## config.mk

```make
export PLATFORM = sky130hd
export DESIGN_NAME = hazard_detection_unit_flat
export DESIGN_NICKNAME = d
export VERILOG_FILES = /design/src/rtl/hazard_detection_unit_pkg.sv /design/src/rtl/hazard_detection_unit_if.sv /design/src/rtl/hazard_detection_unit_mdu_timer.sv /design/src/rtl/hazard_detection_unit.sv /design/src/flat_wrapper.sv
export SDC_FILE = /design/constraint.sdc
export NUM_CORES = 1
export LEC_CHECK = 0
export CORE_UTILIZATION = 40
export CTS_CLUSTER_DIAMETER = 50
export CTS_CLUSTER_SIZE = 28
export DETAILED_ROUTE_END_ITERATION = 6
export PLACE_DENSITY = 0.69
export SYNTH_ARGS = -nofsm -noshare
export SYNTH_HDL_FRONTEND = slang
export SYNTH_SLANG_ARGS = --single-unit
```

## constraint.sdc

```tcl
create_clock -name clk -period 4.9 [get_ports clk]
set_input_delay 0.49 -clock clk [delete_from_list [all_inputs] [get_ports clk]]
set_output_delay 0.49 -clock clk [all_outputs]
set_load 0.01 [all_outputs]
```

## src/rtl/hazard_detection_unit_pkg.sv

```systemverilog
// hazard_detection_unit_pkg: shared constants and state encoding for the hazard unit
package hazard_detection_unit_pkg;
  localparam int REG_W = 5;
  localparam logic [REG_W-1:0] X0 = '0;
  typedef enum logic {RUN, MDU_BUSY} state_t;
endpackage

```

## src/rtl/hazard_detection_unit_if.sv

```systemverilog
// hazard_detection_unit_if: pipeline-side signal bundle of the hazard unit
interface hazard_detection_unit_if #(parameter int STALL_CNT_W = 16);
  import hazard_detection_unit_pkg::*;
  logic [REG_W-1:0] IFID_Rs1, IFID_Rs2, IDEX_Rd;
  logic IFID_UseRs1, IFID_UseRs2, IDEX_MemRead, IDEX_MduStart, EX_BranchTaken, StallCntClr;
  logic PCWrite, IFID_Write, IFID_Flush, IDEX_Write, IDEX_Bubble, EXMEM_Bubble, MduBusy;
  logic [STALL_CNT_W-1:0] StallCount;
  modport master (
    output IFID_Rs1, IFID_Rs2, IFID_UseRs1, IFID_UseRs2, IDEX_Rd, IDEX_MemRead,
           IDEX_MduStart, EX_BranchTaken, StallCntClr,
    input  PCWrite, IFID_Write, IFID_Flush, IDEX_Write, IDEX_Bubble, EXMEM_Bubble,
           MduBusy, StallCount
  );
  modport slave (
    input  IFID_Rs1, IFID_Rs2, IFID_UseRs1, IFID_UseRs2, IDEX_Rd, IDEX_MemRead,
           IDEX_MduStart, EX_BranchTaken, StallCntClr,
    output PCWrite, IFID_Write, IFID_Flush, IDEX_Write, IDEX_Bubble, EXMEM_Bubble,
           MduBusy, StallCount
  );
endinterface

```

## src/rtl/hazard_detection_unit_mdu_timer.sv

```systemverilog
// hazard_mdu_timer: holds a MUL/DIV in EX for MDU_LAT-1 cycles
module hazard_mdu_timer
  import hazard_detection_unit_pkg::*;
#(parameter int MDU_LAT = 4) (
  input  logic clk,
  input  logic rst_n,
  input  logic mdu_start,
  output logic mdu_hold
);
  state_t state, state_nxt;
  logic [5:0] cnt, cnt_nxt;
  always_ff @(posedge clk or negedge rst_n)
    if (!rst_n) begin
      state <= RUN;
      cnt <= '0;
    end else begin
      state <= state_nxt;
      cnt <= cnt_nxt;
    end
  // start cycle itself is the first stall, so the counter covers the remaining MDU_LAT-2
  always_comb begin
    state_nxt = state;
    cnt_nxt = cnt;
    mdu_hold = 1'b0;
    if (state == RUN) begin
      if (mdu_start && MDU_LAT > 1) begin
        mdu_hold = 1'b1;
        state_nxt = MDU_BUSY;
        cnt_nxt = 6'(MDU_LAT - 2);
      end
    end else if (cnt != '0) begin
      mdu_hold = 1'b1;
      cnt_nxt = cnt - 6'd1;
    end else state_nxt = RUN;
  end
endmodule

```

## src/rtl/hazard_detection_unit.sv

```systemverilog
// hazard_detection_unit: stall/flush control for load-use, MUL/DIV occupancy and taken branches
module hazard_detection_unit
  import hazard_detection_unit_pkg::*;
#(parameter int MDU_LAT = 4, parameter int STALL_CNT_W = 16) (
  input logic clk,
  input logic rst_n,
  hazard_detection_unit_if.slave bus
);
  logic mdu_hold, load_use, flush, stall_lu;
  logic [STALL_CNT_W-1:0] stall_cnt;
  hazard_mdu_timer #(.MDU_LAT(MDU_LAT)) u_timer (
    .clk(clk), .rst_n(rst_n), .mdu_start(bus.IDEX_MduStart), .mdu_hold(mdu_hold)
  );
  assign load_use = bus.IDEX_MemRead && bus.IDEX_Rd != X0 &&
                    ((bus.IFID_UseRs1 && bus.IDEX_Rd == bus.IFID_Rs1) ||
                     (bus.IFID_UseRs2 && bus.IDEX_Rd == bus.IFID_Rs2));
  // a taken branch squashes the dependent instruction, so it overrides the load-use stall
  assign flush = bus.EX_BranchTaken && !mdu_hold;
  assign stall_lu = load_use && !flush && !mdu_hold;
  assign bus.PCWrite = rst_n && !mdu_hold && !stall_lu;
  assign bus.IFID_Write = rst_n && !mdu_hold && !stall_lu;
  assign bus.IDEX_Write = rst_n && !mdu_hold;
  assign bus.IFID_Flush = rst_n && flush;
  assign bus.IDEX_Bubble = rst_n && (flush || stall_lu);
  assign bus.EXMEM_Bubble = rst_n && mdu_hold;
  assign bus.MduBusy = rst_n && mdu_hold;
  assign bus.StallCount = stall_cnt;
  always_ff @(posedge clk or negedge rst_n)
    if (!rst_n) stall_cnt <= '0;
    else if (bus.StallCntClr) stall_cnt <= '0;
    else if (!bus.PCWrite && !(&stall_cnt)) stall_cnt <= stall_cnt + 1'b1;
endmodule

```

## src/flat_wrapper.sv

```systemverilog
// flat-port wrapper written by rule: the top's interface ports become plain ports
module hazard_detection_unit_flat import hazard_detection_unit_pkg::*;
#(parameter int MDU_LAT = 4, parameter int STALL_CNT_W = 16)
  (clk, rst_n, bus_IFID_Rs1, bus_IFID_Rs2, bus_IFID_UseRs1, bus_IFID_UseRs2, bus_IDEX_Rd, bus_IDEX_MemRead, bus_IDEX_MduStart, bus_EX_BranchTaken, bus_StallCntClr, bus_PCWrite, bus_IFID_Write, bus_IFID_Flush, bus_IDEX_Write, bus_IDEX_Bubble, bus_EXMEM_Bubble, bus_MduBusy, bus_StallCount);
  hazard_detection_unit_if #(.STALL_CNT_W(STALL_CNT_W)) bus_i ();
  input logic clk;
  input logic rst_n;
  input wire logic [$bits(bus_i.IFID_Rs1)-1:0] bus_IFID_Rs1;
  input wire logic [$bits(bus_i.IFID_Rs2)-1:0] bus_IFID_Rs2;
  input wire logic [$bits(bus_i.IFID_UseRs1)-1:0] bus_IFID_UseRs1;
  input wire logic [$bits(bus_i.IFID_UseRs2)-1:0] bus_IFID_UseRs2;
  input wire logic [$bits(bus_i.IDEX_Rd)-1:0] bus_IDEX_Rd;
  input wire logic [$bits(bus_i.IDEX_MemRead)-1:0] bus_IDEX_MemRead;
  input wire logic [$bits(bus_i.IDEX_MduStart)-1:0] bus_IDEX_MduStart;
  input wire logic [$bits(bus_i.EX_BranchTaken)-1:0] bus_EX_BranchTaken;
  input wire logic [$bits(bus_i.StallCntClr)-1:0] bus_StallCntClr;
  output wire logic [$bits(bus_i.PCWrite)-1:0] bus_PCWrite;
  output wire logic [$bits(bus_i.IFID_Write)-1:0] bus_IFID_Write;
  output wire logic [$bits(bus_i.IFID_Flush)-1:0] bus_IFID_Flush;
  output wire logic [$bits(bus_i.IDEX_Write)-1:0] bus_IDEX_Write;
  output wire logic [$bits(bus_i.IDEX_Bubble)-1:0] bus_IDEX_Bubble;
  output wire logic [$bits(bus_i.EXMEM_Bubble)-1:0] bus_EXMEM_Bubble;
  output wire logic [$bits(bus_i.MduBusy)-1:0] bus_MduBusy;
  output wire logic [$bits(bus_i.StallCount)-1:0] bus_StallCount;
  assign bus_i.IFID_Rs1 = bus_IFID_Rs1;
  assign bus_i.IFID_Rs2 = bus_IFID_Rs2;
  assign bus_i.IFID_UseRs1 = bus_IFID_UseRs1;
  assign bus_i.IFID_UseRs2 = bus_IFID_UseRs2;
  assign bus_i.IDEX_Rd = bus_IDEX_Rd;
  assign bus_i.IDEX_MemRead = bus_IDEX_MemRead;
  assign bus_i.IDEX_MduStart = bus_IDEX_MduStart;
  assign bus_i.EX_BranchTaken = bus_EX_BranchTaken;
  assign bus_i.StallCntClr = bus_StallCntClr;
  assign bus_PCWrite = bus_i.PCWrite;
  assign bus_IFID_Write = bus_i.IFID_Write;
  assign bus_IFID_Flush = bus_i.IFID_Flush;
  assign bus_IDEX_Write = bus_i.IDEX_Write;
  assign bus_IDEX_Bubble = bus_i.IDEX_Bubble;
  assign bus_EXMEM_Bubble = bus_i.EXMEM_Bubble;
  assign bus_MduBusy = bus_i.MduBusy;
  assign bus_StallCount = bus_i.StallCount;
  hazard_detection_unit #(.MDU_LAT(MDU_LAT), .STALL_CNT_W(STALL_CNT_W)) u_core (.clk(clk), .rst_n(rst_n), .bus(bus_i));
endmodule
```

run_1/wires.png
Bar = 20 microns. Only two layers are drawn.
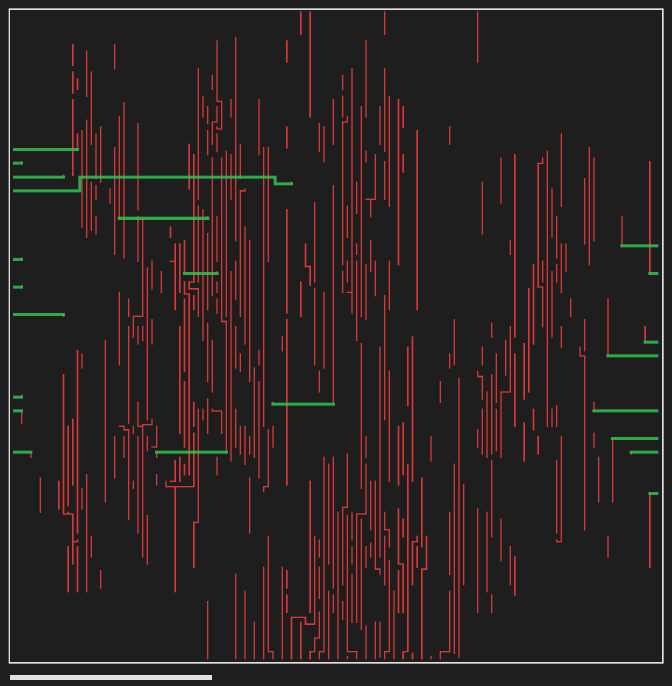
[metal 2] red | wire length: 1970 microns
[metal 3] green | wire length: 99.1 microns
Avg WL per Cell: 14.81 microns
Overall Global Routing Usage: 20.11%

run_1/layer_met1.png
Bar = 20 microns. Cells faint in the background.
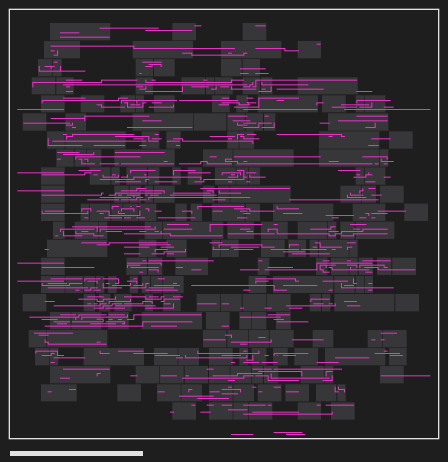
main direction: horizontal
longest straight run: 27.6 microns
share of all routed wire: 46%

run_1/congestion.png
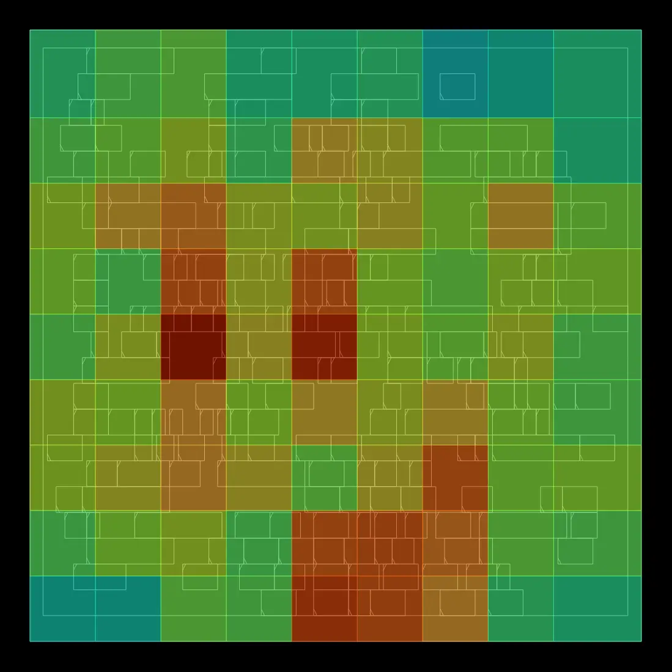
Final Core Density: 56.07%
Top Usage Layer GRT: met2

run_1/detail.png
Bar = 5 microns. Window x 38 to 58, y 38 to 58 microns. Cells in grey, sequential cells in the stronger grey; small squares are vias.
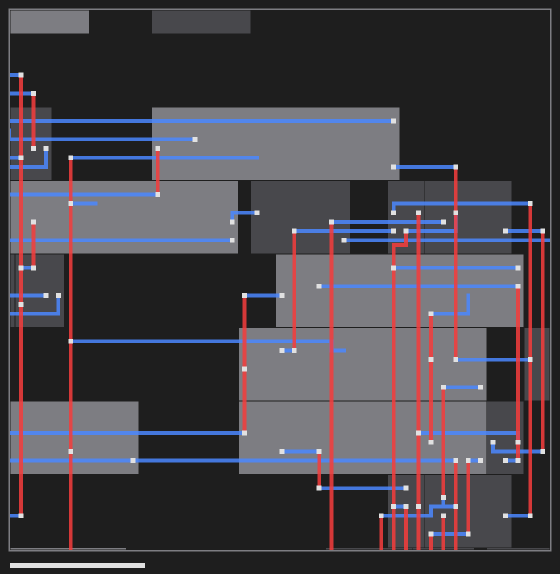
[metal 1] blue
[metal 2] red
most frequent: dfrtp_1 (6), nor2_1 (3), a21oi_1 (2)
cells with their middle in the window: 14
netlist names of flops here include: `u_core.bus.StallCount` (3), `u_core.u_timer.cnt` (3)
sequential cells in the window: 6

-- run 1: stage by stage --
step                      area, sq um  setup WS (ns)  total power, mW
after global routing             2068          1.205           0.6915
after global placement           2022          1.731           0.5128
after floorplan                  1560          2.348           0.4357
after CTS                        2068          1.367           0.6485
after detailed placement         2022          1.717           0.5254
final                            2068          1.413           0.6393
-- run 1: cells in the mapped netlist, drive strengths merged --
| cell type | n |
|---|---|
| nor4 | 3 |
| nand2 | 11 |
| nand2b | 2 |
| and4 | 2 |
| or4b | 2 |
| dfrtp | 23 |
| buf | 8 |
| nor3b | 1 |
| o2111ai | 1 |
| a21oi | 15 |
| a21o | 1 |
| nand4 | 4 |
| mux2 | 2 |
| inv | 5 |
| a21boi | 1 |
| o31ai | 8 |
| nor3 | 2 |
| o22ai | 1 |
| o21ai | 5 |
| xor2 | 2 |
| nor2b | 4 |
| or4 | 11 |
| ha | 3 |
| or3 | 2 |
| xnor2 | 12 |
| o211ai | 1 |
| and2 | 3 |
| nand3 | 10 |
| nor2 | 12 |
| and3 | 5 |
| clkbuf | 1 |
| o41ai | 4 |
-- run 1: cell families (layout without fill, tap and decap cells) --
kind of cell             count (synthesis)  in the layout  synth area share, %
AND-OR/OR-AND                           37             37                17.56
XOR/XNOR                                14             14                7.859
adder cells (fa/ha/maj)                  3              3                2.406
buffers and inverters                   14             56                5.291
flip-flops                              23             23                36.89
multiplexers                             2              2                1.925
AND/OR/NAND/NOR                         74             74                28.07
-- run 1: worst max-delay path: cells and delay by family (launching register included) --
| kind | cells | cell delay (ns) |
|---|---|---|
| AND-OR/OR-AND | 2 | 0.73 |
| buffers and inverters | 2 | 0.74 |
| AND/OR/NAND/NOR | 2 | 0.71 |
| adder cells (fa/ha/maj) | 1 | 0.14 |
| flip-flops | 1 | 0.41 |
==> results.py, run 1 <==
# Auto-generated metrics
metrics = {
    "pwr": {
        "powerClk_mw": 0.120,
        "clockPowerShare_pct": 18.7,
        "peakVddDrop_uv": 130.9,
        "power.group.top": "sequential cells",
    },
    "setup_path": {
        "crit_chain": "inv_1 -> ha_1 -> or4b_4 -> o21ai_4 -> and3_4 -> a21boi_2 -> clkdlybuf4s50_1",
        "end_kind": "primary output",
        "r2r_start": "u_core.u_timer.cnt[0]$_DFFE_PN0P_",
    },
    "finish": {
        "buf_share_pct": 22.50,
        "area_dominant_class": "logic gates",
        "fillers": 363,
        "nNonClkInverters": 5,
        "stdcell_count": 257,
        "layout.cells.most_common": "clkdlybuf4s50_1",
        "sh_comb_area_pct": 43.62,
        "clockBufferCount": 3,
        "comb_cells": 130,
    },
    "clocking": {
        "clock_tree.buffer_depth": 2,
        "cts_sinks": 23,
        "cts-resized-gates": 0,
        "root_buffer": "clkbuf_8",
        "cts_tree": "built",
        "clkTransAtPathRegs_ns": 0.09,
    },
    "floorplan": {
        "die_w_microns": 64.46,
        "fp-utilization_pct": 42.30,
    },
    "synthesis": {
        "syn-num-nets": 193,
        "synth_top_area_share_pct": 36.89,
        "synth_stat.cells": 167,
        "synth.area.top_cells": "dfrtp_1, xnor2_1, or4_1",
    },
    "sta": {
        "maxSlewViolCount": 0,
        "hold_violations": 0,
    },
    "run_status": {
        "status": "finished clean",
    },
    "place": {
        "dpl.cell_count": 253,
        "hpwlAfterDp_mm": 2.880,
    },
    "hold_path": {
        "min_path_type": "flop to flop",
        "hold_path_end": "u_core.u_timer.cnt[0]$_DFFE_PN0P_",
    },
    "global_route": {
        "grt_first_pass_wirelength_mm": 6.624,
    },
}
==> run 1 -> run 2 <==
==> constraint.sdc (replaced) <==
create_clock -name clk -period 3.26 [get_ports clk]
set_input_delay 0.326 -clock clk [delete_from_list [all_inputs] [get_ports clk]]
set_output_delay 0.326 -clock clk [all_outputs]
set_load 0.01 [all_outputs]
run_2/detail.png
Bar = 5 microns. Window x 38 to 58, y 38 to 58 microns. Cells in grey, sequential cells in the stronger grey; small squares are vias.
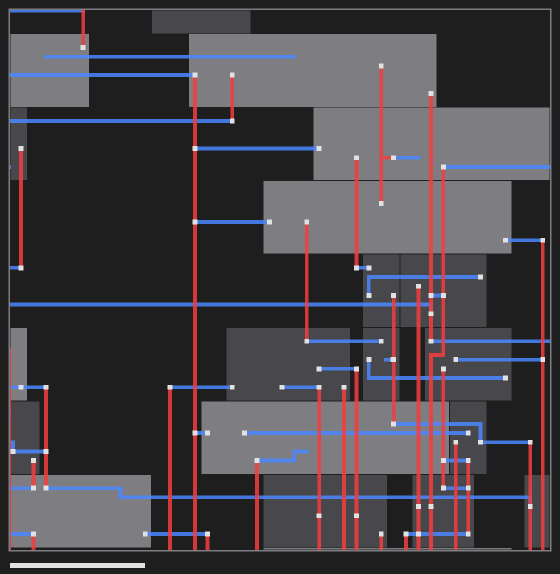
[metal 2] red
[metal 1] blue
cells with their middle in the window: 13
most frequent: dfrtp_1 (5), nor2_1 (3)
sequential cells in the window: 5
netlist names of flops here include: `u_core.u_timer.cnt` (3), `u_core.bus.StallCount` (2)

==> run 2 against run 1 <==
Net effect: sequential cell count unchanged; combinational power increased by 61%; critical path depth unchanged; clock-buffer cell count unchanged; clock skew increased by 0.0018 ns; largest cell class unchanged; critical path type unchanged; power increased by 54%; clock power increased by 46%; area after synthesis unchanged; first-iteration DRC count increased by 15%; die size unchanged.
==> results.py, run 2 <==
# Auto-generated metrics
metrics = {
    "run_status": {
        "status": "finished clean",
    },
    "synthesis": {
        "xor_area_share_pct": 7.859,
        "synth_top_area_share_pct": 36.89,
        "synth.area.top_cells": "dfrtp_1, xnor2_1, or4_1",
        "ys_async_sr_fraction_pct": 100.0,
        "edf_count": 0,
        "adder_share_pct": 2.406,
        "ys_sh_simple_pct": 28.07,
        "synthTopLogicFamily": "simple AND/OR/NAND/NOR gates",
        "synthMuxAreaShare_pct": 1.925,
    },
    "sta": {
        "finalWorstSetupSlack_ns": 0.1208,
    },
    "hold_path": {
        "min_path_type": "primary input to async pin",
    },
    "place": {
        "dpl.cell_count": 254,
        "dpl-instance-area_sq_um": 2029,
    },
    "clocking": {
        "root_buffer": "clkbuf_8",
        "clkTransAtPathRegs_ns": 0.08,
        "clock_tree.buffer_depth": 2,
    },
    "floorplan": {
        "fp-utilization_pct": 42.30,
    },
    "pwr": {
        "clockPowerShare_pct": 17.8,
    },
    "finish": {
        "fillers": 350,
        "fin_area_sq_um": 2106,
    },
}
run_2/metal_density.png
13 x 13 tiles, from white (low) to dark blue (high), scaled to the fullest tile. Values are wire area over tile area, all layers added.
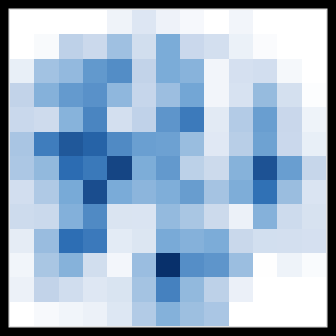
mean over tiles: 0.14
tiles over half the peak: 20%
densest ninth of the die: left middle
emptiest ninth of the die: top right
nearly empty tiles: 13%
drt total wl: 3.799 mm
Overall Global Routing Usage: 19.75%
Avg WL per Cell: 14.56 microns
via count: 1450

==> run 2: cell counts after synthesis <==
No cell type changed its count.
==> run 2: path summary, 6_finish.rpt <==
kind / from / to
worst max register to register: u_core.u_timer.cnt[0]$_DFFE_PN0P_ / u_core.bus.StallCount[12]$_DFFE_PN0P_
max in group asynchronous: rst_n / u_core.bus.StallCount[12]$_DFFE_PN0P_
min in group clk: u_core.u_timer.cnt[0]$_DFFE_PN0P_ / u_core.u_timer.cnt[0]$_DFFE_PN0P_
worst min register to register: u_core.u_timer.cnt[0]$_DFFE_PN0P_ / u_core.u_timer.cnt[0]$_DFFE_PN0P_
worst max-delay path: u_core.u_timer.cnt[0]$_DFFE_PN0P_ / bus_IFID_Write
worst min-delay path: rst_n / u_core.u_timer.cnt[2]$_DFFE_PN0P_
==> run 2: power groups by stage <==
stage | Combinational (mW) | Clock, mW | Sequential, mW
final | 0.411 | 0.175 | 0.397
after detailed placement | 0.396 | 0 | 0.402
after global placement | 0.381 | 0 | 0.397
after floorplan | 0.262 | 0 | 0.393
after CTS | 0.403 | 0.184 | 0.396
after global routing | 0.457 | 0.198 | 0.407
==> run 2: layout make-up <==
class	count	area share, %
multi-input combinational	130	43.20
sequential	23	27.33
timing repair buffer	51	23.53
tap	48	2.852
clock buffer	3	1.961
inverter	5	0.8913
clock inverter	1	0.2377
==> run 2: what timing repair did <==
item | 4_1_cts | 5_1_grt
endpoints found under the hold margin | 0 | 0
resized | 1 | 0
gates cloned | 0 | 0
hold buffers | 0 | 0
endpoints found under the setup margin | 2 | 2
buffers inserted | 0 | 3
==> run 2: critical path: stages (launching register included) <==
cell and delay [ns]:
dfrtp_1 0.40, inv_1 0.09, ha_1 0.16, or4b_4 0.47, o21ai_4 0.25, and3_4 0.25, a21boi_4 0.32, clkdlybuf4s50_1 0.60
==> run 2 -> run 3 <==
--- a/config.mk
+++ b/config.mk
@@ -6,7 +6,7 @@
 export NUM_CORES = 1
 export LEC_CHECK = 0
 export CORE_UTILIZATION = 40
-export CTS_CLUSTER_DIAMETER = 50
+export CTS_CLUSTER_DIAMETER = 80
 export CTS_CLUSTER_SIZE = 28
 export DETAILED_ROUTE_END_ITERATION = 6
 export PLACE_DENSITY = 0.69
run_3/metal_density.png
13 x 13 tiles, from white (low) to dark blue (high), scaled to the fullest tile. Values are wire area over tile area, all layers added.
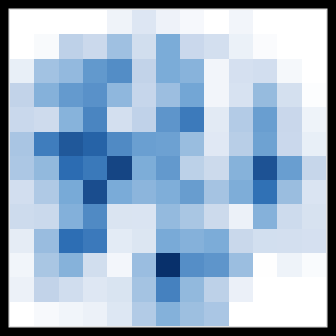
tiles over half the peak: 20%
mean over tiles: 0.14
densest ninth of the die: left middle
nearly empty tiles: 13%
emptiest ninth of the die: top right
fullest tile: 0.46

==> run 3 against run 2 <==
Net effect: synthesized cell count stayed put; hold slack stayed put; largest power group unchanged; power unchanged.
==> results.py, run 3 <==
# Auto-generated metrics
metrics = {
    "routing": {
        "wl_per_cell_microns": 14.56,
        "num_vias": 1450,
        "drt_iter0_markers": 45,
        "wl_mm": 3.799,
    },
    "synthesis": {
        "ys.flop_type": "dfrtp_1",
        "synth_top_area_share_pct": 36.89,
        "synthMuxAreaShare_pct": 1.925,
        "synth_warnings": 0,
        "xor_area_share_pct": 7.859,
        "edf_count": 0,
        "ys_async_sr_fraction_pct": 100.0,
        "adder_share_pct": 2.406,
        "ys.flops": 23,
        "ys_sh_simple_pct": 28.07,
        "synthTopLogicFamily": "simple AND/OR/NAND/NOR gates",
        "synth.area.top_cells": "dfrtp_1, xnor2_1, or4_1",
    },
    "floorplan": {
        "fp-utilization_pct": 42.30,
    },
    "setup_path": {
        "r2r_start": "u_core.u_timer.cnt[0]$_DFFE_PN0P_",
        "cp_num_buf_inv": 2,
        "crit_chain": "inv_1 -> ha_1 -> or4b_4 -> o21ai_4 -> and3_4 -> a21boi_4 -> clkdlybuf4s50_1",
        "cp.arrival_ns": 2.81,
        "timing.rr.end": "u_core.bus.StallCount[12]$_DFFE_PN0P_",
        "cp_top_family": "simple AND/OR/NAND/NOR gates",
        "slowest_stage": "clkdlybuf4s50_1",
    },
    "finish": {
        "fillers": 350,
        "fin_area_sq_um": 2106,
        "syn_to_final_growth_pct": 34.96,
    },
    "place": {
        "dpl-instance-area_sq_um": 2029,
    },
    "sta": {
        "finalWorstSetupSlack_ns": 0.1208,
        "maxSlewViolCount": 0,
        "slew_headroom_pct": 46.60,
    },
    "clocking": {
        "root_buffer": "clkbuf_8",
        "clock_tree.buffer_depth": 2,
        "clkTransAtPathRegs_ns": 0.08,
        "htreeDepth": 1,
    },
    "hold_path": {
        "min_path_type": "primary input to async pin",
    },
    "run_status": {
        "status": "finished clean",
    },
    "global_route": {
        "grt.met3_usage_pct": 2.817,
    },
}
run_3/detail.png
Bar = 5 microns. Window x 38 to 58, y 38 to 58 microns. Cells in grey, sequential cells in the stronger grey; small squares are vias.
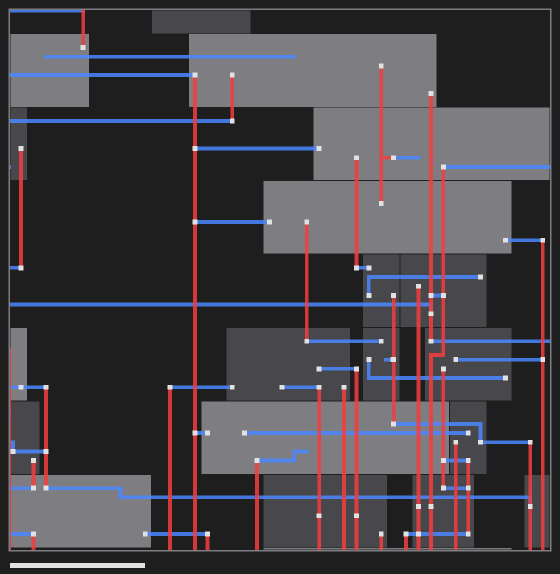
[metal 1] blue
[metal 2] red
most frequent: dfrtp_1 (5), nor2_1 (3)
sequential cells in the window: 5
netlist names of flops here include: `u_core.u_timer.cnt` (3), `u_core.bus.StallCount` (2)
cells with their middle in the window: 13

[run 3: layout make-up]
cell class,count,area share [%]
Timing Repair Buffer,51,23.53
Sequential cell,23,27.33
Inverter,5,0.8913
Clock buffer,3,1.961
Tap cell,48,2.852
Multi-Input combinational cell,130,43.20
Clock inverter,1,0.2377
[run 3: how the worst max path moves through the flow]
stage	from	slack, ns	to	depth (start not counted)
6_report	u_core.u_timer.cnt[0]$_DFFE_PN0P_	0.12	bus_IFID_Write	7
2_1_floorplan	u_core.u_timer.cnt[0]$_DFFE_PN0P_	0.87	bus_PCWrite	9
3_5_place_dp	u_core.u_timer.cnt[0]$_DFFE_PN0P_	0.20	bus_IFID_Write	7
3_3_place_gp	u_core.u_timer.cnt[0]$_DFFE_PN0P_	0.28	bus_IFID_Write	7
5_1_grt	u_core.u_timer.cnt[0]$_DFFE_PN0P_	0.01	bus_IFID_Write	7
4_1_cts	u_core.u_timer.cnt[0]$_DFFE_PN0P_	0.04	bus_IFID_Write	7
[run 3: power by group]
part	leakage [nW]	internal, mW	switching [mW]	total (mW)
Clock	0.0255	0.0851	0.0901	0.175
Combinational	0.449	0.215	0.196	0.411
Sequential	0.306	0.338	0.0595	0.397
Total	0.780	0.637	0.346	0.983
[run 3: stage by stage]
stage | power (mW) | utilization [%] | instances | hold WS [ns]
final | 0.9831 | 57.09 | 261 | 0.4945
after global routing | 1.062 | 57.09 | 261 | 0.5254
after CTS | 0.9830 | 56.48 | 258 | 0.5083
after detailed placement | 0.7979 | 55.02 | 254 | 0.5032
after global placement | 0.7781 | 55.02 | 254 | 0.4962
after floorplan | 0.6549 | - | 167 | 0.03041
[run 3: repair_timing]
action	4_1_cts	5_1_grt
buffers inserted	0	3
gates resized	1	0
pin swaps	0	0
endpoints found under the setup margin	2	2
hold buffers	0	0
Power and IR drop assume default switching activity.
